$ cat src/rtl/ldl_cdc_arb_v1.sv
// rtl/ldl_cdc_arb_v1.sv - round-robin arbiter feeding a toggle-handshake CDC channel
module ldl_cdc_arb_v1 #(
    parameter int N  = 4,
    parameter int DW = 8,
    parameter int CW = 8,
    parameter int IW = 2
) (
    input  logic            clk,
    input  logic            rst,
    input  logic            en,
    input  logic [CW-1:0]   num,
    input  logic [N-1:0]    req_vld,
    input  logic [N*DW-1:0] req_data,
    output logic [N-1:0]    req_rdy,
    output logic            cdc_st,
    output logic [DW-1:0]   cdc_data,
    output logic [IW-1:0]   cdc_id,
    output logic            busy
);

    localparam logic [0:0] S_IDLE = 1'b0;
    localparam logic [0:0] S_HOLD = 1'b1;

    logic [0:0]    state;
    logic [IW-1:0] ptr;
    logic [CW-1:0] cnt;
    logic [CW-1:0] num_q;
    logic [CW-1:0] num_eff;
    logic [IW:0]   scan;
    logic [IW-1:0] win_idx;
    logic          win_found;
    logic          grant;

    // Scan downward so the last hit is the first valid index at or after ptr.
    always_comb begin
        scan      = '0;
        win_idx   = '0;
        win_found = 1'b0;
        for (int k = N - 1; k >= 0; k--) begin
            scan = {1'b0, ptr} + (IW + 1)'(k);
            if (scan >= (IW + 1)'(N)) begin
                scan = scan - (IW + 1)'(N);
            end
            if (req_vld[scan[IW-1:0]]) begin
                win_found = 1'b1;
                win_idx   = scan[IW-1:0];
            end
        end
    end

    assign grant   = (state == S_IDLE) && en && win_found;
    assign req_rdy = grant ? ({{(N-1){1'b0}}, 1'b1} << win_idx) : '0;
    assign num_eff = (num == '0) ? CW'(1) : num;
    assign busy    = (state == S_HOLD);

    always_ff @(posedge clk) begin
        if (rst) begin
            state    <= S_IDLE;
            cdc_st   <= 1'b0;
            cdc_data <= '0;
            cdc_id   <= '0;
            ptr      <= '0;
            cnt      <= '0;
            num_q    <= CW'(1);
        end else begin
            case (state)
                S_IDLE: begin
                    if (grant) begin
                        cdc_data <= req_data[win_idx*DW +: DW];
                        cdc_id   <= win_idx;
                        cdc_st   <= ~cdc_st;
                        num_q    <= num_eff;
                        cnt      <= '0;
                        ptr      <= (win_idx == IW'(N - 1)) ? '0 : win_idx + IW'(1);
                        state    <= S_HOLD;
                    end
                end
                default: begin
                    // Hold length is fixed by num_q captured at grant.
                    if (cnt == num_q - CW'(1)) begin
                        cnt   <= '0;
                        state <= S_IDLE;
                    end else begin
                        cnt <= cnt + CW'(1);
                    end
                end
            endcase
        end
    end

endmodule
$ cat config.mk
export PLATFORM = sky130hd
export DESIGN_NAME = ldl_cdc_arb_v1
export DESIGN_NICKNAME = d
export VERILOG_FILES = /design/src/rtl/ldl_cdc_arb_v1.sv
export SDC_FILE = /design/constraint.sdc
export NUM_CORES = 1
export LEC_CHECK = 0
export ABC_CLOCK_PERIOD_IN_PS = 4660
export CAP_MARGIN = 20
export CORE_UTILIZATION = 50
export CTS_CLUSTER_DIAMETER = 200
export DETAILED_ROUTE_END_ITERATION = 10
export MAX_ROUTING_LAYER = met4
export PLACE_DENSITY = 0.93
export SLEW_MARGIN = 20
export SYNTH_ARGS = -nofsm -noshare
export SYNTH_HDL_FRONTEND = slang
export SYNTH_SLANG_ARGS = --single-unit
$ cat constraint.sdc
create_clock -name clk -period 4.66 [get_ports clk]
set_clock_uncertainty 0.15 [all_clocks]
set_input_delay 0.466 -clock clk [delete_from_list [all_inputs] [get_ports clk]]
set_output_delay 0.466 -clock clk [all_outputs]
set_load 0.005 [all_outputs]
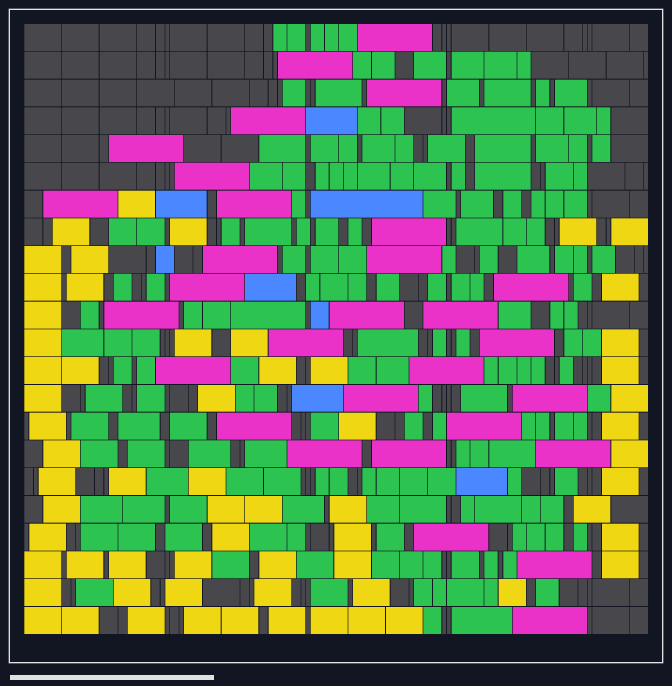
(run_1/class_map.png)
Scale bar: 20 µm. Fill, decap, tap and diode cells in grey.
legend:
  green:
    class: remaining logic cells
    cells: 178
  yellow:
    class: remaining buffers and delay cells
    cells: 63
  blue:
    class: clock drivers and dummy loads
    cells: 8
  magenta:
    class: registers
    cells: 30

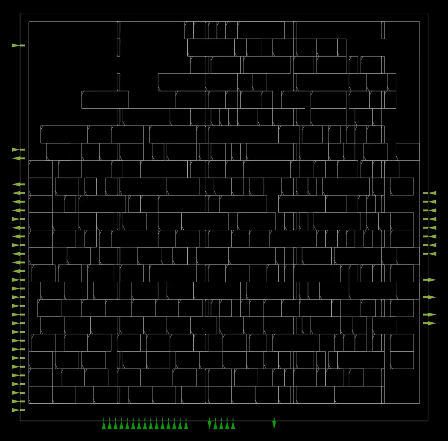
(run_1/placed.png)
Seq Cell Count: 30
flop share of the area: 22.6%
Cell Rows: 22

==> qor.yml, run 1 <==
gr-usage-all-layers_pct: 25.6
warnings: 29
synth-async-reset-ratio_pct: 0
post-route-drc-count: 0
initCoreUtil_pct: 52.3
critPathMaxFanout: 10
worstPathBufferInverterCount: 3
grt_pass1_vias: 1754
worst-slew-pin-transition_ps: 980
crit_path_end: "req_rdy[3]"
firstDrtPassIters: 4
fmax_mhz: 309
final-seq-area_um2: 601
wl_um: 4810
fin_setup_tns_ps: 0
fin_crit_ps: 3240
p_per_area_nw_per_um2: 293
hold_class: "reg -> reg"
status: "completed"
slowest_stage: "clkdlybuf4s50_1"
htreeDepth: 2
netlist_area_um2: 1920
path_delay_family: "buffers and inverters"
wl_per_cell_um: 14.7
cts_buffer_depth: 2
rrSetupSlack_ps: 2450
ys_area_um2: 1920
chip_area_um2: 4080
wl_met3_um: 350
grtUsageMet2_pct: 43.9
required_ps: 4040
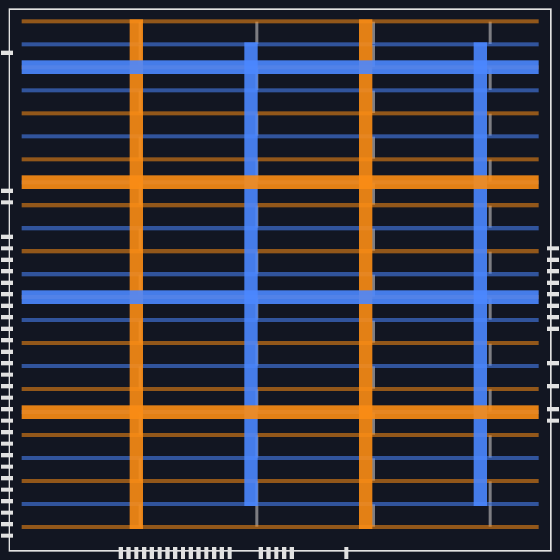
(run_1/floorplan.png)
Pins as bars on the die edge. Tap cells in grey.
legend:
  blue:
    net: VDD
  orange:
    net: VSS
met5 straps: 4
met4 straps: 4
met1 rails: 23

## run 1: report_power, final
group	switching [µW]	total (µW)	leakage [µW]	internal (µW)
clock	101	258	0.0000579	157
sequential	21.2	297	0.000246	276
combinational	96.9	223	0.000699	126
total	219	778	0.00100	559
## run 1: cell type report
type,instances,area share (%)
Multi-Input combinational cell,171,46.4
Timing Repair Buffer,63,23.7
Sequential cell,30,22.6
Clock buffer,5,2.59
Tap cell,48,2.26
Clock inverter,3,1.51
Inverter,7,0.990
## run 1: stage by stage
stage	util, %	total power [µW]	hold WS [ps]	worst slack (ps)	cell area [µm²]
2_1_floorplan	-	432	298	2380	1920
3_3_place_gp	69.5	518	296	1480	2550
3_5_place_dp	69.5	524	313	1410	2550
4_1_cts	72.5	781	323	1420	2660
5_1_grt	72.5	816	348	1290	2660
6_report	72.5	778	315	1420	2660
==> run 2: changes to the inputs <==
--- a/config.mk
+++ b/config.mk
@@ -5,13 +5,13 @@
 export SDC_FILE = /design/constraint.sdc
 export NUM_CORES = 1
 export LEC_CHECK = 0
-export ABC_CLOCK_PERIOD_IN_PS = 4660
+export ABC_CLOCK_PERIOD_IN_PS = 3200
 export CAP_MARGIN = 20
-export CORE_UTILIZATION = 50
+export CORE_UTILIZATION = 46
 export CTS_CLUSTER_DIAMETER = 200
 export DETAILED_ROUTE_END_ITERATION = 10
 export MAX_ROUTING_LAYER = met4
-export PLACE_DENSITY = 0.93
+export PLACE_DENSITY = 0.87
 export SLEW_MARGIN = 20
 export SYNTH_ARGS = -nofsm -noshare
 export SYNTH_HDL_FRONTEND = slang
==> constraint.sdc (replaced) <==
create_clock -name clk -period 3.2 [get_ports clk]
set_clock_uncertainty 0.15 [all_clocks]
set_input_delay 0.32 -clock clk [delete_from_list [all_inputs] [get_ports clk]]
set_output_delay 0.32 -clock clk [all_outputs]
set_load 0.005 [all_outputs]
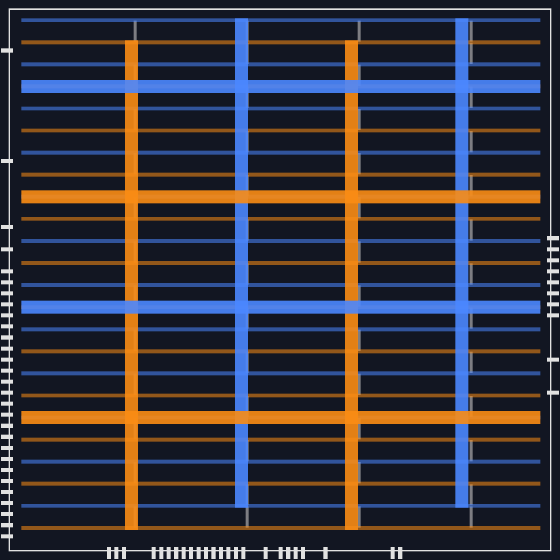
(run_2/floorplan.png)
Pins as bars on the die edge. Tap cells in grey.
legend:
  blue:
    net: VDD
  orange:
    net: VSS
met5 straps: 4
met1 rails: 24

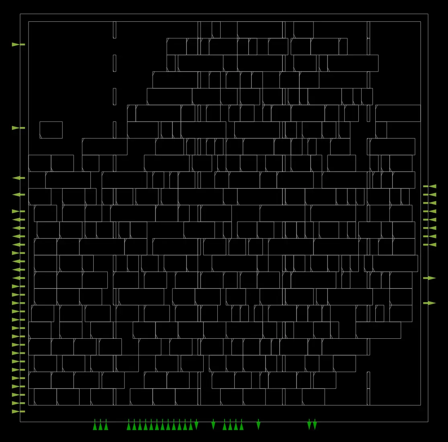
(run_2/placed.png)
flop share of the area: 22.6%
fill count: 342
TAP cells: 50
Cell Rows: 23

==> run 2 against run 1 <==
Against the previous run:
- count of clock-buffer cells in the layout increased by 2
- critical endpoint unchanged
- first-iteration DRC count increased by 6.2%
- largest cell class unchanged
- register-to-register slack worse by 1500 ps
- non-clock buffer count grew 3
- synthesized cell count did not move
- flip-flop count is the same
- largest power group unchanged
- combinational power is 47% higher
- clock power is 19% higher
==> qor.yml, run 2 <==
status: "completed"
clkbuf_count: 7  # +2
final-seq-area_um2: 601  # unchanged
largestClassByArea: "logic gates"
sh_comb_area_pct: 46.2  # -0.13 points
fin_crit_ps: 2960
initCoreUtil_pct: 47.9  # -4.4 points
gr-usage-all-layers_pct: 22.9  # -2.7 points
multi_input_comb_cells: 171  # unchanged
path_delay_family: "buffers and inverters"
area_share_nonclk_buffers_pct: 24.4  # +0.78 points
worstPathBufferInverterCount: 3  # unchanged
wl_per_cell_um: 14.2  # -3.2%
critPathMaxFanout: 10  # unchanged
wl_um: 4720  # -1.7%
cts_buffer_depth: 2  # unchanged
netlist_area_um2: 1920  # unchanged
grt_pass1_vias: 1650  # -5.9%
worst-slew-pin-transition_ps: 543  # -436 ps
inverters: 7  # unchanged
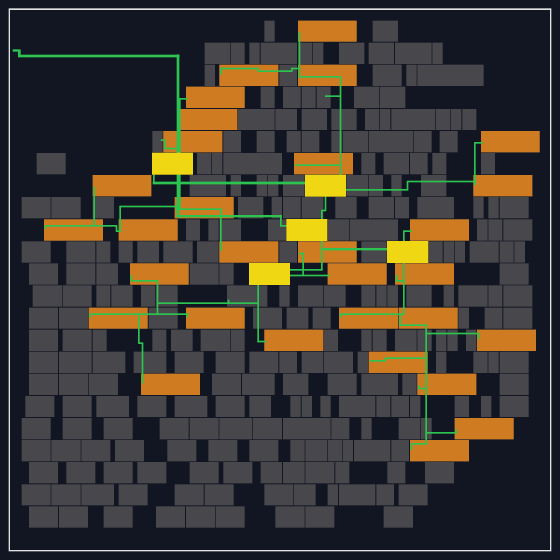
(run_2/clock_wires.png)
legend:
  green:
    item: clock wires
    length: 359 µm
  orange:
    item: flip-flops
    count: 30
  yellow:
    item: clock-net drivers
    count: 5
routed clock nets: 6

## run 2: layer usage
layer  share of wire [%]  global-route usage, %
met1                  43                   26.7
met2                  50                   39.7
met3                 6.8                   6.51
met4                0.40                   3.99
met5                   0                      -
## run 2: kinds of logic after synthesis
logic type                 after synthesis  share of synthesized area, %
and+or+nand+nor                         78                          23.1
DFF                                     30                          31.4
AOI/OAI and AO/OA                       51                          17.6
adders and majority gates                6                          3.92
muxes                                   25                          13.6
xor gates and xnor gates                11                          5.75
buffers and inverters                   19                          4.70
## run 2: report_power, final
part           total, µW  switching, µW  internal, µW  leakage (µW)
registers            434           31.9           402      0.000246
logic                328            141           186      0.000713
clock network        307            133           173     0.0000482
total               1070            307           761       0.00101
No activity file was given, so power comes from the tool's default toggle rates.
